run_1/final_placement.png
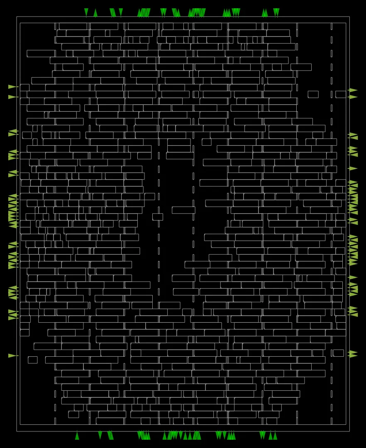
run_1/cell_classes.png
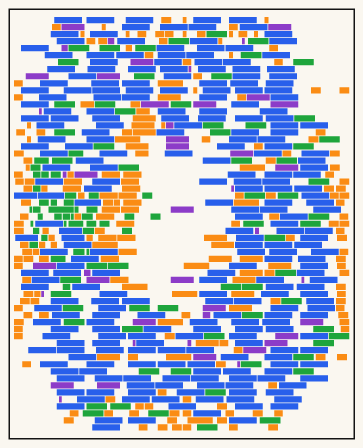
run_1/density.png
13 x 17 tiles, from white (low) to dark blue (high), 0 to 100% covered.
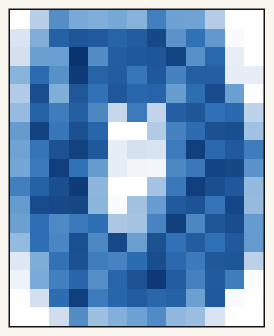
`src/rtl/lockstep_skew_fifo.sv`:
```
// Small skew FIFO with combinational head; a push into a full FIFO is legal
// only when the same cycle pops, otherwise it is dropped and flagged.
module lockstep_skew_fifo #(
    parameter int WIDTH = 64,
    parameter int DEPTH = 4
) (
    input  logic             clk,
    input  logic             rst_n,
    input  logic             push,
    input  logic [WIDTH-1:0] push_data,
    input  logic             pop,
    output logic             full,
    output logic             empty,
    output logic [WIDTH-1:0] head,
    output logic             drop
);
    localparam int AW = $clog2(DEPTH);

    logic [AW:0]      wr_ptr_reg;
    logic [AW:0]      rd_ptr_reg;
    logic [WIDTH-1:0] mem [DEPTH];
    logic             do_pop;
    logic             do_push;

    // Extra pointer MSB separates full (MSBs differ) from empty (pointers equal).
    assign empty   = (wr_ptr_reg == rd_ptr_reg);
    assign full    = (wr_ptr_reg[AW] != rd_ptr_reg[AW]) &&
                     (wr_ptr_reg[AW-1:0] == rd_ptr_reg[AW-1:0]);
    assign do_pop  = pop && !empty;
    assign do_push = push && (!full || do_pop);
    assign drop    = push && full && !do_pop;
    assign head    = mem[rd_ptr_reg[AW-1:0]];

    always_ff @(posedge clk or negedge rst_n) begin
        if (!rst_n) begin
            wr_ptr_reg <= '0;
            rd_ptr_reg <= '0;
        end else begin
            if (do_push) wr_ptr_reg <= wr_ptr_reg + 1'b1;
            if (do_pop)  rd_ptr_reg <= rd_ptr_reg + 1'b1;
        end
    end

    always_ff @(posedge clk) begin
        if (do_push) mem[wr_ptr_reg[AW-1:0]] <= push_data;
    end

endmodule

```
`config.mk`:
```
export PLATFORM = sky130hd
export DESIGN_NAME = lockstep_skew_fifo
export DESIGN_NICKNAME = d
export VERILOG_FILES = /design/src/rtl/lockstep_skew_fifo.sv
export SDC_FILE = /design/constraint.sdc
export NUM_CORES = 1
export LEC_CHECK = 0
export ABC_CLOCK_PERIOD_IN_PS = 2350
export CAP_MARGIN = 40
export CORE_ASPECT_RATIO = 1.25
export CORE_UTILIZATION = 45
export CTS_CLUSTER_DIAMETER = 120
export DETAILED_ROUTE_END_ITERATION = 8
export PLACE_DENSITY = 0.8
export SETUP_SLACK_MARGIN = 0.3
export SLEW_MARGIN = 15
export SYNTH_ARGS = -nofsm -noshare
export SYNTH_HDL_FRONTEND = slang
export SYNTH_SLANG_ARGS = --single-unit
```
`constraint.sdc`:
```
create_clock -name clk -period 2.35 [get_ports clk]
set_input_delay 0.47 -clock clk [delete_from_list [all_inputs] [get_ports clk]]
set_output_delay 0.47 -clock clk [all_outputs]
set_load 0.02 [all_outputs]
```
==> ci_impl_report.md, run 1 <==
### Yosys + OpenROAD results

| Metric | Value |
|---|---|
| Hold slack | `209 ps` |
| Buf+Inv Stages, Crit Path | `4` |
| All-Layer GR Usage | `18.1%` |
| CP required | `1880 ps` |
| Final HPWL DP | `approximately 11000 um` |
| Root Buffer | `clkbuf_16` |
| Failing checks | `setup timing` |
| GR peak layer | `met2` |
| DRT Pass-1 Iters | `4` |
| Clock power share | `20.6%` |
| Area-dominant class | `flip-flops and latches` |
| Crit end category | `output port` |
| Syn avg cell area | `25.7 um2` |
| Clk buf depth | `3` |
| Non-Clock Inverter Count | `4` |
| Placed Cells | `797` |
| Top cells excl fill/tap | `256 x edfxtp_1, 67 x clkdlybuf4s50_1, 64 x mux4_2` |
| CTS tree | `done` |
| Unique masters post-synth | `26` |
| RD Place Congestion | `0.832` |
| PostCTS Resize Cnt | `approximately 360` |
| Max reg flops | `256` |
| Avg Vias per Cell | `5.42` |
| Total CTS buffers | `25` |
| Number of global-route vias before repair | `about 5100` |
| Met1 Usage GRT | `between 20% and 30%` |
| Max VDD drop | `0.000964 V` |
| Ys flops | `262` |
| Drt total wl | `21600 um` |
| Setup TNS Final | `-8420 ps` |
| Largest stage delay on the critical path | `520 ps` |
| Pre-CTS WS | `-326 ps` |
| Top Ports | `135` |
| Largest net degree at the start of global routing | `34` |
| FP Core Util | `46.2%` |
| Hold_buf cts | `0` |
| Clk power | `3.79 mW` |
| Fin worst setup slack | `-204 ps` |
| Sequential share of the synthesized area | `around four fifths` |
| XOR-XNOR Cells, Area Fraction | `less than 1%` |
| Proportion of layout cells with a drive suffix above 1 | `40.9%` |
| Worst hold path class | `in -> async` |
| Comb pwr | `8.08 mW` |
| Basic Gates by Area | `0.752%` |
| Arr. time, crit path | `2080 ps` |
| Die Width | `approximately 130 um` |
| Ao+oa area frac | `0.674%` |
| Post-DR wirelength/cell | `about 24 um` |
| Multi-input gates | `99` |
| Worst setup path category | `reg -> out` |
| Met3 wire len | `1060 um` |
| GRT met3 Usage | `2.63%` |
| Run status | `complete, but fails checks` |
| CP Max Fanout | `6` |
| Non-clk bufs | `roughly 200` |
| Worst slew pin tran | `between 500 and 600 ps` |
| Storage cell area | `0.00785 mm2` |
| Clk sinks | `262` |
| CP dominant cell by count | `buf_12` |
| Crit path from | `rd_ptr_reg[0]` |
| Power density over cell area | `1370 mW/mm2` |
| Cell Int Power | `between 10 and 15 mW` |
| H-tree depth | `1` |
| Fin crit share | `109%` |
| Initial DRC count | `338` |
| # Taps | `274` |
| Critical Path, Cell by Cell | `buf_12 -> buf_12 -> buf_16 -> mux4_2 -> buf_6` |
| Synthesis Warnings | `0` |
| Max-cap violations | `0` |
| Synthesized cell area | `0.00965 mm2` |
| Input/output buffers | `134` |
| Reg2reg start | `rd_ptr_reg[0]` |
| Number of enable flip-flop cells | `256` |
| Die height | `166 um` |
| Pwr top | `combinational logic` |
| Met2 wire length | `11400 um` |
| Top cells by area | `edfxtp_1 80%, mux4_2 15%, dfrtp_1 1.6%, ha_1 0.65%, buf_2 0.41%` |
| Fmax | `0.392 GHz` |
| Vias post-DR | `4786` |
| Met2 track demand over resource | `32.5%` |
| FFs w/ async S/R, synth | `2.29%` |
| Net Sw Frac | `31.3%` |
| Synth top area share | `79.7%` |
| Yosys cell count | `376` |
| Final setup fails | `66` |
| First-pass GRT wire length | `29500 um` |
| Nets | `between 600 and 700` |
Notes on final_placement.png above:
Core ar.: 0.0209 mm2
Flops: 262
post-route insts no fill: 883
fill count: 1400

Notes on cell_classes.png above:
[blue] flip-flops | cells: 262
[green] all other logic | cells: 103
[purple] clock drivers and dummy loads | cells: 44
[orange] other buffers and delay cells | cells: 200
flop share of the area: 58.5%
Final Cell Area: 0.0134 mm2
Std-Cell Rows: 59
fin util: 64.1%

Notes on density.png above:
mean over tiles: 59%
nearly empty tiles: 7.2%
tiles over 75% full: 40%

run_1/registers.png
The bar under the picture is 50 um long. Other sequential cells in the stronger gray, the rest of the logic in the fainter gray.
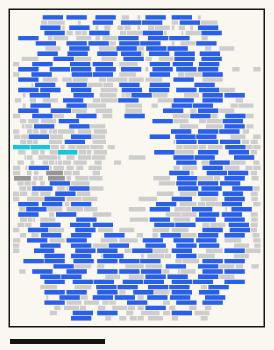

==> inputs of run 2 (changes only) <==
Settings changed: CORE_MARGIN set to 2.
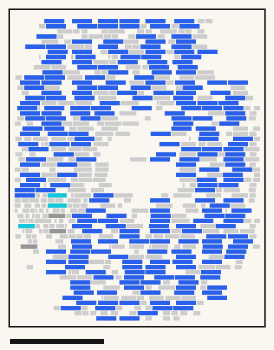
run_2/registers.png
The bar under the picture is 50 um long. Other sequential cells in the stronger gray, the rest of the logic in the fainter gray.
[cyan] `rd_ptr_reg` | sequential cells: 3
[blue] `mem` | sequential cells: 256 | where: spread over the die
not colored: 3
Storage cell area: 0.00785 mm2
sequential power: 6.52 mW
fin util: 63.6%
flop share of the area: 58.9%

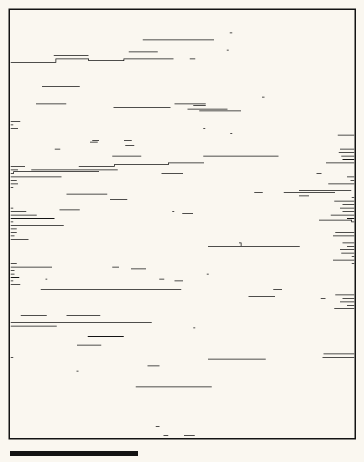
run_2/met3.png
The bar under the picture is 50 um long.
wire length on this layer: 1110 um
nets with wire on the layer: 97
longest straight run: 55.0 um
share of all routed wire: 5.1%
main direction: horizontal
drt total wl: 21700 um
GRT met3 Usage: 3.63%

==> ci_impl_report.md, run 2 <==
### Yosys + OpenROAD results

| Metric | Value |
|---|---|
| Clk power | `3.68 mW` |
| Post-route insts no fill | `884` |
| PostCTS Resize Cnt | `about 390` |
| Met3 wire len | `~1100 um` |
| Hold slack | `approximately 220 ps` |
| Clk sinks | `262` |
| Fmax | `0.396 GHz` |
| Clk buf depth | `3` |
| Combinational share of cell area | `13.5%` |
| Initial DRC count | `about 330` |
| CP Max Fanout | `8` |
| Area-dominant class | `flip-flops and latches` |
| Synthesized cell area | `0.00965 mm2` |
| Crit path from | `rd_ptr_reg[0]` |
| XOR-XNOR Cells, Area Fraction | `0.739%` |
| Design Power | `around 18 mW` |
| Total CTS buffers | `25` |
| # Taps | `274` |
| Avg Vias per Cell | `5.41` |
| Met2 wire length | `11500 um` |
| Non-Clock Inverter Count | `4` |
| Core ar. | `0.0210 mm2` |
| Pwr top | `combinational logic` |
| CP required | `approximately 1900 ps` |
| Net Sw Frac | `a little under a third` |
| Final Cell Area | `0.0133 mm2` |
| Post-DR wirelength/cell | `24.6 um` |
| Seq pwr share | `between 30% and 40%` |
| Clock power share | `20.2%` |
| Final setup fails | `63` |
| Vias post-DR | `roughly 4800` |
| Met1 Usage GRT | `21.1%` |
| Root Buffer | `clkbuf_16` |
| Synth top area share | `79.7%` |
| Hold_buf cts | `0` |
| Max-cap violations | `0` |
| Failing checks | `setup timing` |
| Placed Cells | `802` |
| RSZ-0062 raised after global routing | `yes` |
| Top Ports | `135` |
| All-Layer GR Usage | `about 17%` |
| Std-Cell Rows | `59` |
| Max reg flops | `256` |
| FFs w/ async S/R, synth | `2.29%` |
| Largest stage delay on the critical path | `550 ps` |
| Top cells by area | `edfxtp_1 80%, mux4_2 15%, dfrtp_1 1.6%, ha_1 0.65%, buf_2 0.41%` |
| Adder Share, Synth | `0.648%` |
| Crit end category | `output port` |
| First-pass GRT wire length | `slightly below 30000 um` |
| Die height | `168 um` |
| GR peak layer | `met2` |
| Fin worst setup slack | `-177 ps` |
| Nets | `665` |
| Arr. time, crit path | `between 2000 and 2500 ps` |
| Pre-CTS WS | `-278 ps` |
| Run status | `complete, but fails checks` |
| Reg2reg start | `rd_ptr_reg[0]` |
| H-tree depth | `1` |
| CP dominant cell by count | `buf_12` |
| Worst hold path class | `in -> async` |
| Ao+oa area frac | `0.674%` |
| Syn avg cell area | `25.7 um2` |
| Worst setup path category | `reg -> out` |
| CTS tree | `done` |
| Cell Int Power | `between 10 and 15 mW` |
| Final HPWL DP | `about 11000 um` |
| Comb pwr | `about 8.0 mW` |
| Power density over cell area | `1370 mW/mm2` |
| Setup TNS Final | `-7120 ps` |
| Ys flops | `262` |
| Unique masters post-synth | `26` |
| R2R Path End | `mem[1][44]` |
| Max VDD drop | `0.000835 V` |
| Synthesis Warnings | `0` |
| RD Place Congestion | `0.725` |
| Multi-input gates | `99` |
| DRT Pass-1 Iters | `4` |
| Number of enable flip-flop cells | `256` |
| Sequential share of the synthesized area | `around four fifths` |
| Number of global-route vias before repair | `5118` |
| Proportion of layout cells with a drive suffix above 1 | `about two fifths` |
| Yosys cell count | `376` |
No activity file was given, so power comes from the tool's default toggle rates.
